File: config.mk
export PLATFORM = sky130hd
export DESIGN_NAME = uart_rx
export DESIGN_NICKNAME = d
export VERILOG_FILES = /design/src/rtl/uart_rx.sv
export SDC_FILE = /design/constraint.sdc
export NUM_CORES = 1
export LEC_CHECK = 0
export CAP_MARGIN = 5
export CORE_AREA = 2 2 61 63
export CTS_BUF_LIST = sky130_fd_sc_hd__clkbuf_16
export DETAILED_ROUTE_END_ITERATION = 12
export DIE_AREA = 0 0 63 65
export MAX_ROUTING_LAYER = met4
export PLACE_DENSITY = 0.81
export SLEW_MARGIN = 10
export SYNTH_ARGS = -nofsm -noshare
export SYNTH_HDL_FRONTEND = slang
export SYNTH_SLANG_ARGS = --single-unit
File: constraint.sdc
create_clock -name i_clk -period 2.7 [get_ports i_clk]
set_input_delay 0.54 -clock i_clk [delete_from_list [all_inputs] [get_ports i_clk]]
set_output_delay 0.54 -clock i_clk [all_outputs]
set_load 0.1 [all_outputs]
File: src/rtl/uart_rx.sv
// 8N1 UART receiver for the FTDI channel-B line: two-flop synchroniser,
// mid-bit sampling FSM and a one-deep holding register with valid/ack handshake.
module uart_rx #(
  parameter int CLKS_PER_BIT = 868,
  parameter int DATA_BITS    = 8
) (
  input  logic       i_clk,
  input  logic       i_reset,
  input  logic       i_rx,
  input  logic       i_ack,
  output logic [7:0] o_data,
  output logic       o_valid,
  output logic       o_frame_err,
  output logic       o_overrun,
  output logic       o_busy
);

  localparam int CNT_W = $clog2(CLKS_PER_BIT);
  localparam logic [CNT_W-1:0] CNT_LAST = CNT_W'(CLKS_PER_BIT - 1);
  localparam logic [CNT_W-1:0] CNT_HALF = CNT_W'(CLKS_PER_BIT / 2 - 1);
  localparam logic [CNT_W-1:0] CNT_ONE  = CNT_W'(1);
  localparam logic [2:0]       IDX_LAST = 3'(DATA_BITS - 1);

  localparam logic [2:0] S_IDLE  = 3'd0;
  localparam logic [2:0] S_START = 3'd1;
  localparam logic [2:0] S_DATA  = 3'd2;
  localparam logic [2:0] S_STOP  = 3'd3;
  localparam logic [2:0] S_BREAK = 3'd4;

  logic             rx_meta_q, rx_meta_d;
  logic             rx_s_q, rx_s_d;
  logic [2:0]       state_q, state_d;
  logic [CNT_W-1:0] cnt_q, cnt_d;
  logic [2:0]       idx_q, idx_d;
  logic [7:0]       shift_q, shift_d;
  logic             deliver_q, deliver_d;
  logic             frame_err_q, frame_err_d;
  logic             overrun_q, overrun_d;
  logic             valid_q, valid_d;
  logic [7:0]       data_q, data_d;

  assign rx_meta_d = i_rx;
  assign rx_s_d    = rx_meta_q;

  always_comb begin
    state_d     = state_q;
    cnt_d       = cnt_q;
    idx_d       = idx_q;
    shift_d     = shift_q;
    deliver_d   = 1'b0;
    frame_err_d = 1'b0;
    case (state_q)
      S_IDLE: begin
        if (!rx_s_q) begin
          state_d = S_START;
          cnt_d   = '0;
        end
      end
      // A start bit that is no longer low at its midpoint is treated as a glitch.
      S_START: begin
        if (cnt_q == CNT_HALF) begin
          cnt_d   = '0;
          idx_d   = '0;
          state_d = rx_s_q ? S_IDLE : S_DATA;
        end else begin
          cnt_d = cnt_q + CNT_ONE;
        end
      end
      S_DATA: begin
        if (cnt_q == CNT_LAST) begin
          cnt_d   = '0;
          shift_d = {rx_s_q, shift_q[7:1]};
          idx_d   = idx_q + 3'd1;
          if (idx_q == IDX_LAST) begin
            state_d = S_STOP;
          end
        end else begin
          cnt_d = cnt_q + CNT_ONE;
        end
      end
      // Leaving mid-stop-bit lets a following start edge be caught immediately.
      S_STOP: begin
        if (cnt_q == CNT_LAST) begin
          cnt_d = '0;
          if (rx_s_q) begin
            deliver_d = 1'b1;
            state_d   = S_IDLE;
          end else begin
            frame_err_d = 1'b1;
            state_d     = S_BREAK;
          end
        end else begin
          cnt_d = cnt_q + CNT_ONE;
        end
      end
      S_BREAK: begin
        if (rx_s_q) begin
          state_d = S_IDLE;
        end
      end
      default: begin
        state_d = S_IDLE;
        cnt_d   = '0;
        idx_d   = '0;
      end
    endcase
  end

  // shift_q cannot change for at least half a bit after delivery, so the
  // holding register can load it one edge later without an extra copy.
  always_comb begin
    valid_d   = valid_q;
    data_d    = data_q;
    overrun_d = 1'b0;
    if (valid_q && i_ack) begin
      valid_d = 1'b0;
    end
    if (deliver_q) begin
      if (!valid_q || i_ack) begin
        data_d  = shift_q;
        valid_d = 1'b1;
      end else begin
        overrun_d = 1'b1;
      end
    end
  end

  always_ff @(posedge i_clk or negedge i_reset) begin
    if (!i_reset) begin
      rx_meta_q   <= 1'b1;
      rx_s_q      <= 1'b1;
      state_q     <= S_IDLE;
      cnt_q       <= '0;
      idx_q       <= '0;
      shift_q     <= '0;
      deliver_q   <= 1'b0;
      frame_err_q <= 1'b0;
      overrun_q   <= 1'b0;
      valid_q     <= 1'b0;
      data_q      <= '0;
    end else begin
      rx_meta_q   <= rx_meta_d;
      rx_s_q      <= rx_s_d;
      state_q     <= state_d;
      cnt_q       <= cnt_d;
      idx_q       <= idx_d;
      shift_q     <= shift_d;
      deliver_q   <= deliver_d;
      frame_err_q <= frame_err_d;
      overrun_q   <= overrun_d;
      valid_q     <= valid_d;
      data_q      <= data_d;
    end
  end

  assign o_data      = data_q;
  assign o_valid     = valid_q;
  assign o_frame_err = frame_err_q;
  assign o_overrun   = overrun_q;
  assign o_busy      = (state_q != S_IDLE);

endmodule

Run 1, sequential cells coloured by netlist name:
Scale: 4 px per µm.
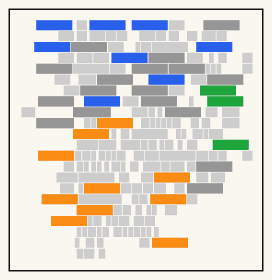
Key: blue = `o_data` [placed flops 8]; orange = `cnt_q` [placed flops 10]; green = `idx_q` [placed flops 3]
Another 17 sequential cells are not coloured.

Run 1, I/O pins on the die edge:
Scale: 8 px per µm. Pins as bars across the die edge, other pins in grey.
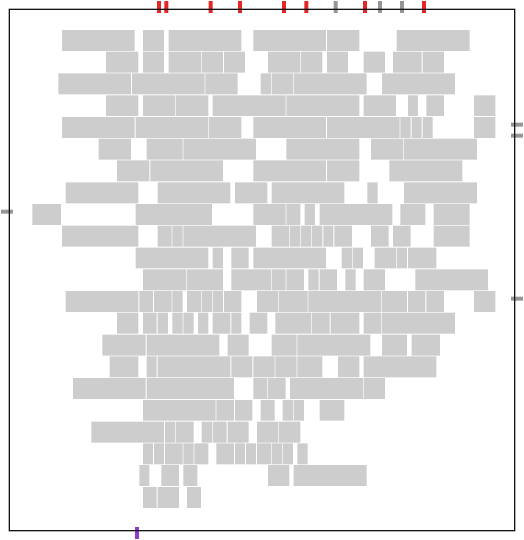
Key: red = `o_data` [pins 8, direction output, edge top]; purple = `i_reset` [pins 1, direction input, edge bottom]

==> results.py, run 1 <==
# Auto-generated metrics
metrics = {
    "synthesis": {
        "async_flop_share_pct": 100,
        "area_leaders": "dfrtp_1, mux2_2, nand2_1",
        "topCombFamilyByArea": "simple AND/OR/NAND/NOR gates",
        "netlist_area_mm2": 0.00183,
        "yosys_cells": 168,
        "synth_cell_types": 45,
        "flop_cell": "dfrtp_1",
        "yosys_warnings": 0,
        "syn_area_per_cell_um2": 10.9,
        "top_cell_area_share_pct": 49.1,
        "yosys.cell_count.top_type": "dfrtp_1",
        "postSynthSeqShare_pct": 52.0,
        "ys_sh_simple_pct": 18.7,
    },
    "setup_path": {
        "path_cells": "inv_1, ha_1, or4b_4, o31a_1, nor2_1, o22ai_1",
        "cp_num_buf_inv": 1,
        "worstReg2RegEnd": "cnt_q[1]$_DFFE_PN0P_",
        "cp-end-kind": "flop",
        "cp_slowest_cell": "or4b_4",
        "slowest_delay_ps": 460,
        "crit_type": "flop to flop",
        "regToRegStartpoint": "cnt_q[1]$_DFFE_PN0P_",
        "rrSetupSlack_ps": 600,
        "crit_path_start": "cnt_q[1]$_DFFE_PN0P_",
        "crit_cells": 6,
    },
    "power": {
        "powerDensity_mw_per_mm2": 572,
        "internal-power_mw": 1.00,
        "swShare_pct": 18.2,
        "vdd_ir_drop_max_v": 0.000362,
        "seq_power_mw": 0.574,
        "pg_clk_mw": 0.638,
        "combinationalPowerShare_pct": 1.2,
        "largestPowerGroup": "clock",
        "p_leak_nw": 1.01,
    },
    "hold_path": {
        "whs_path_depth": 0,
        "min-delay-start": "rx_meta_q$_DFF_PN1_",
    },
    "place": {
        "io_buffers": 15,
        "hpwl_um": 2470,
    },
    "floorplan": {
        "num_rows": 22,
        "fp.dieH_um": 65,
        "core_mm2": 0.00350,
        "fp_util_pct": 52.5,
    },
    "drt": {
        "wl_met1_um": 1520,
        "top_layer_used": "met4",
        "wl_met2_um": 1980,
        "vias": 1354,
        "routed_via_density": 5.81,
        "route.met3.wl_um": 154,
        "ant_nets": 0,
        "wl_per_cell_um": 15.9,
        "drc": 0,
    },
    "sta": {
        "final-setup-viol-count": 0,
        "skew_ps": 3.63,
        "setup-tns-final_ps": 0,
        "hold_violations": 0,
        "min_period_over_period_pct": 77.7,
        "worstMarginPinSlew_ps": 832,
        "clock.fmax_ghz": 0.477,
    },
    "cells_and_area": {
        "nonClkBufAreaFrac_pct": 5.72,
        "comb_area_share_pct": 37.9,
        "clkCellAreaFrac_pct": 7.58,
        "largest_class": "sequential cells",
        "nFillCells": 259,
        "clockBufferCount": 5,
        "seq_area_um2": 953,
        "num-nonclk-buffers": 16,
        "area.combinational_um2": 812,
        "fin_nets": 192,
        "diodes": 0,
        "logic_gates": 114,
    },
    "flow_run": {
        "warnings": 27,
        "maxCapViolations": 0,
    },
    "clocking": {
        "cts_setup_buffers": 0,
        "cts_tree": "done",
        "clk_pin_slew_ps": 50,
        "cts-buffers-inserted": 5,
        "clock_latency_ps": 280,
        "clock-sinks": 38,
        "clk_path_buf_depth": 2,
        "cts_hold_buf": 0,
    },
    "grt": {
        "grt_pass1_vias": 1297,
        "grt_max_degree": 39,
        "grt-busiest-layer": "met2",
        "use_met1_pct": 23.7,
        "grtUsageMet3_pct": 5.03,
        "antenna_found_initial": 0,
        "grt_use_met2_pct": 33.5,
    },
    "outcome": {
        "outcome": "finished, final reports clean",
    },
}
Run 1, gate-type map:
Scale: 4 px per µm.
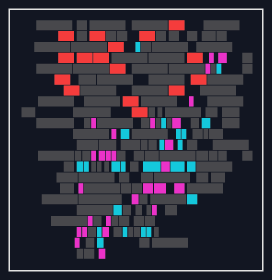
Key: cyan = nor cells [cells 23, most used nor2_1]; red = mux cells [cells 16, most used mux2_2]; magenta = nand cells [cells 27, most used nand2_1]

run 1: metrics by stage:
| step | utilization (%) | setup WS, ps | area, µm² | cells | total power [mW] |
|---|---|---|---|---|---|
| floorplan | - | 821 | 1830 | 168 | 0.585 |
| global placement | 56.7 | 753 | 1980 | 225 | 0.599 |
| detailed placement | 56.7 | 648 | 1980 | 225 | 0.600 |
| CTS | 61.3 | 629 | 2140 | 233 | 1.24 |
| global route | 61.3 | 486 | 2140 | 233 | 1.27 |
| finish | 61.3 | 602 | 2140 | 233 | 1.23 |
run 1: registers in the layout, indices dropped and copies added, names as in the netlist, 3 cells and up:
signal and count:
idx_q 3, cnt_q 10, shift_q 8, state_q 3, o_data 8
run 1: logic make-up after synthesis:
group,Yosys count
compound gates,31
buf+inv,16
flops,38
mux,16
simple gates,62
fa+ha+maj,4
xor+xnor,1
Run 1, track usage over the die:
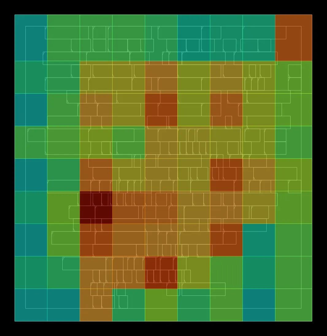

==> run 2, diff against run 1 <==
clock period = 2 ns   (was 2.7 ns; I/O delays follow)
Run 2, track usage over the die:
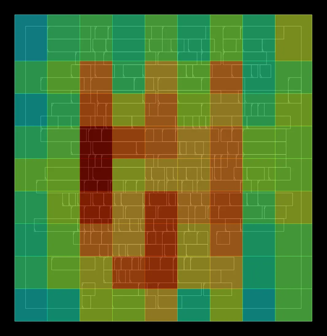
routed len/inst: 16.2 µm
Layout Utilization: 65.5%
M2 GR Usage: 33.6%
routing usage on met1: 25.0%

Run 2, zoomed window:
Region (19, 7) to (44, 32) µm. Cells in grey, sequential cells in the stronger grey; small squares are vias.
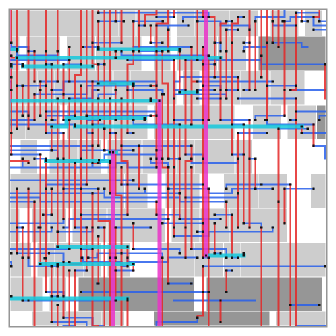
Key: magenta = metal 4; blue = metal 1; red = metal 2; cyan = metal 3
Most frequent: nand2_1 (8), buf_4 (5), inv_1 (4). Sequential cells in the window: 3. Netlist names of flops here include `cnt_q` (2), `deliver_q` (1). 64 logic cells have their middle in the window.

==> run 2 against run 1 <==
Net effect: critical endpoint is now cnt_q[3]$_DFFE_PN0P_; routed wire length is 5.7% higher; die area stayed put; worst setup slack worse by 580 ps; sequential power is 35% higher; first-iteration DRC count is 44% higher; combinational power is 43% higher; flip-flop count stayed put; area after synthesis stayed put; synthesized cell count stayed put; clock power is 61% higher; critical path depth stayed put.
==> results.py, run 2 <==
# Auto-generated metrics
metrics = {
    "cells_and_area": {
        "diodes": 0,
        "largest_reg_flops": 10,
        "fin_nets": 201,
    },
    "setup_path": {
        "cp-end-kind": "flop",
        "slowest_delay_ps": 500,
        "crit_path_start": "cnt_q[1]$_DFFE_PN0P_",
        "rrSetupSlack_ps": 20,
        "cp_slowest_cell": "or4b_4",
        "worstReg2RegEnd": "cnt_q[3]$_DFFE_PN0P_",
        "regToRegStartpoint": "cnt_q[1]$_DFFE_PN0P_",
        "crit_type": "flop to flop",
    },
    "floorplan": {
        "core_mm2": 0.00350,
        "fp_util_pct": 52.5,
        "num_rows": 22,
        "fp.dieH_um": 65,
    },
    "power": {
        "powerDensity_mw_per_mm2": 796,
        "vdd_ir_drop_max_v": 0.000807,
        "pg_clk_mw": 1.03,
        "p_total_mw": 1.82,
    },
    "sta": {
        "hold_violations": 0,
        "worstMarginPinSlew_ps": 824,
        "min_period_over_period_pct": 99.1,
        "clock.fmax_ghz": 0.505,
        "setup-tns-final_ps": 0,
        "skew_ps": 1.71,
    },
    "outcome": {
        "outcome": "finished, final reports clean",
    },
    "place": {
        "io_buffers": 15,
    },
    "grt": {
        "grt_max_degree": 39,
        "antenna_found_initial": 0,
        "grt-busiest-layer": "met2",
        "grt_pass1_vias": 1342,
    },
    "synthesis": {
        "area_leaders": "dfrtp_1, mux2_2, nand2_1",
        "yosys_warnings": 0,
        "syn_area_per_cell_um2": 10.9,
        "flop_cell": "dfrtp_1",
        "synth_cell_types": 45,
        "top_cell_area_share_pct": 49.1,
    },
    "clocking": {
        "cts_tree": "done",
        "clock-sinks": 38,
        "cts-buffers-inserted": 5,
        "clock_latency_ps": 280,
        "cts_hold_buf": 0,
        "cts_setup_buffers": 0,
        "clk_pin_slew_ps": 60,
        "clk_path_buf_depth": 2,
    },
    "drt": {
        "vias": 1444,
        "ant_nets": 0,
        "route.met3.wl_um": 202,
        "drc": 0,
    },
    "flow_run": {
        "warnings": 28,
    },
}
Run 2, gate-type map:
Scale: 4 px per µm.
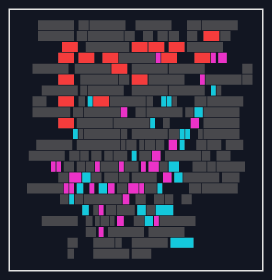
Key: cyan = nor cells [cells 23, most used nor2_1]; magenta = nand cells [cells 27, most used nand2_1]; red = mux cells [cells 16, most used mux2_2]

[run 2: cell counts after synthesis]
Identical to the previous run, type by type.
[run 2: kinds of logic (layout without fill, tap and decap cells)]
group / count (synthesis) / count (layout)
adder cells (fa/ha/maj): 4 / 4
flip-flops: 38 / 38
AND-OR/OR-AND: 31 / 32
buffers and inverters: 16 / 41
multiplexers: 16 / 16
XOR/XNOR: 1 / 1
AND/OR/NAND/NOR: 62 / 62
[run 2: layout make-up]
| class | instances | area, µm² |
|---|---|---|
| fillers | 259 | 1200 |
| flip-flops and latches | 38 | 953 |
| multi-input cells | 115 | 855 |
| repair buffers | 24 | 195 |
| clock buffers | 5 | 125 |
| clock inverters | 3 | 68.8 |
| well taps | 48 | 60.1 |
| inverters | 9 | 33.8 |
==> run 3, diff against run 2 <==
CTS_CLUSTER_SIZE = 12   (was unset)
Run 3, gate-type map:
Scale: 4 px per µm.
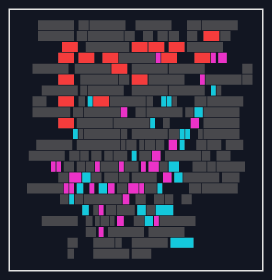
Key: cyan = nor cells [cells 23, most used nor2_1]; red = mux cells [cells 16, most used mux2_2]; magenta = nand cells [cells 27, most used nand2_1]

Run 3, I/O pins on the die edge:
Scale: 8 px per µm. Pins as bars across the die edge, other pins in grey.
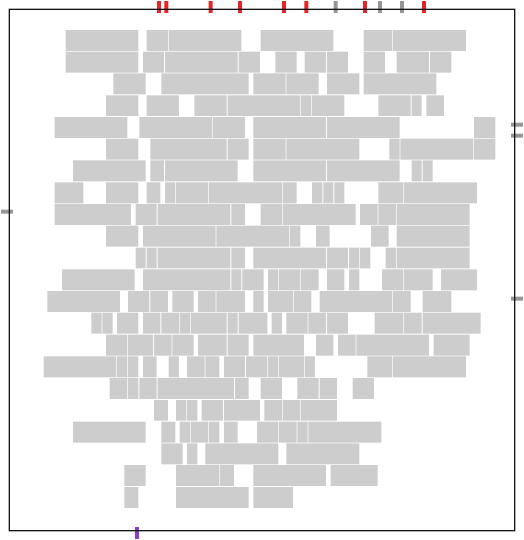
port bufs: 15
Chip Width: 63 µm
Chip Height: 65 µm

Run 3, track usage over the die:
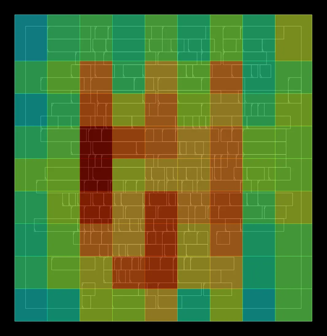
met3 Use GR: 4.86%
gr busiest metal: met2
Total GRT Usage: 21.1%

==> run 3 against run 2 <==
Net effect: power stayed put; synthesized cell count stayed put; core utilization stayed put; clock skew stayed put; fmax stayed put; worst hold slack stayed put; critical path depth stayed put; clock power hardly changed; routed wire length stayed put; sequential share of layout area stayed put; design area stayed put; flip-flop count stayed put.
==> results.py, run 3 <==
# Auto-generated metrics
metrics = {
    "floorplan": {
        "fp_util_pct": 52.5,
        "core_mm2": 0.00350,
        "num_rows": 22,
    },
    "setup_path": {
        "crit_cells": 6,
        "regToRegStartpoint": "cnt_q[1]$_DFFE_PN0P_",
        "cp_num_buf_inv": 1,
        "crit_path_start": "cnt_q[1]$_DFFE_PN0P_",
        "slowest_delay_ps": 500,
        "rrSetupSlack_ps": 20,
        "worstReg2RegEnd": "cnt_q[3]$_DFFE_PN0P_",
        "cp-end-kind": "flop",
        "path_cells": "inv_2, ha_1, or4b_4, o31a_4, o2111ai_4, o221ai_2",
        "cp_slowest_cell": "or4b_4",
    },
    "drt": {
        "wl_met1_um": 1560,
        "route.met3.wl_um": 202,
        "vias": 1444,
        "drt_iter0_drc": 111,
        "routed_via_density": 5.97,
        "drc": 0,
        "wl_per_cell_um": 16.2,
        "ant_nets": 0,
        "top_layer_used": "met4",
        "wl_met2_um": 2090,
    },
    "place": {
        "dp_worst_setup_slack_ps": -83.2,
        "hpwl_um": 2410,
        "place_area_mm2": 0.00205,
    },
    "grt": {
        "grt_pass1_vias": 1342,
        "use_met1_pct": 25.0,
        "grt_max_degree": 39,
        "antenna_found_initial": 0,
        "grt_use_met2_pct": 33.6,
    },
    "clocking": {
        "cts-buffers-inserted": 5,
        "cts_hold_buf": 0,
        "cts_tree": "done",
        "clock-sinks": 38,
        "clk_pin_slew_ps": 60,
        "clock_latency_ps": 280,
    },
    "cells_and_area": {
        "utilization_pct": 65.5,
        "max_flop_register": "cnt_q",
        "diodes": 0,
        "largest_reg_flops": 10,
        "fin_nets": 201,
        "final_cells": 242,
        "fin_area_mm2": 0.00229,
    },
    "sta": {
        "worstMarginPinSlew_ps": 824,
        "finalWorstSetupSlack_ps": 18.0,
        "slew_viol_final": 0,
        "clock.fmax_ghz": 0.505,
        "setup-tns-final_ps": 0,
        "min_period_over_period_pct": 99.1,
        "skew_ps": 1.71,
        "final-setup-viol-count": 0,
        "hold_violations": 0,
    },
    "flow_run": {
        "warnings": 28,
        "maxCapViolations": 0,
    },
    "synthesis": {
        "yosys_cells": 168,
        "yosys_warnings": 0,
        "area_leaders": "dfrtp_1, mux2_2, nand2_1",
        "yosys.cell_count.top_type": "dfrtp_1",
        "netlist_area_mm2": 0.00183,
        "yosysTopAreaCell": "dfrtp_1",
        "postSynthSeqShare_pct": 52.0,
        "async_flop_share_pct": 100,
        "flop_cell": "dfrtp_1",
        "synth_cell_types": 45,
        "top_cell_area_share_pct": 49.1,
        "topCombFamilyByArea": "simple AND/OR/NAND/NOR gates",
    },
    "power": {
        "p_total_mw": 1.82,
        "powerDensity_mw_per_mm2": 796,
    },
    "outcome": {
        "outcome": "finished, final reports clean",
    },
}
[run 3: cell counts after synthesis]
No cell type changed its count.
[run 3: repair_timing]
action,CTS,global route
setup buffers,0,1
endpoints found under the setup margin,5,10
pin swaps,1,1
cloned,0,1
gates resized,4,5
[run 3: power breakdown]
part | switching [mW] | total (mW) | internal [mW]
combinational | 0.0153 | 0.0213 | 0.00595
sequential | 0.00235 | 0.775 | 0.773
clock | 0.310 | 1.03 | 0.716
total | 0.328 | 1.82 | 1.49
[run 3: final cells by class]
cell class | instances | area [µm²]
Clock inverter | 3 | 68.8
Sequential cell | 38 | 953
Multi-Input combinational cell | 115 | 855
Tap cell | 48 | 60.1
Fill cell | 259 | 1200
Timing Repair Buffer | 24 | 195
Clock buffer | 5 | 125
Inverter | 9 | 33.8
Power is estimated from default activity; no workload was simulated.
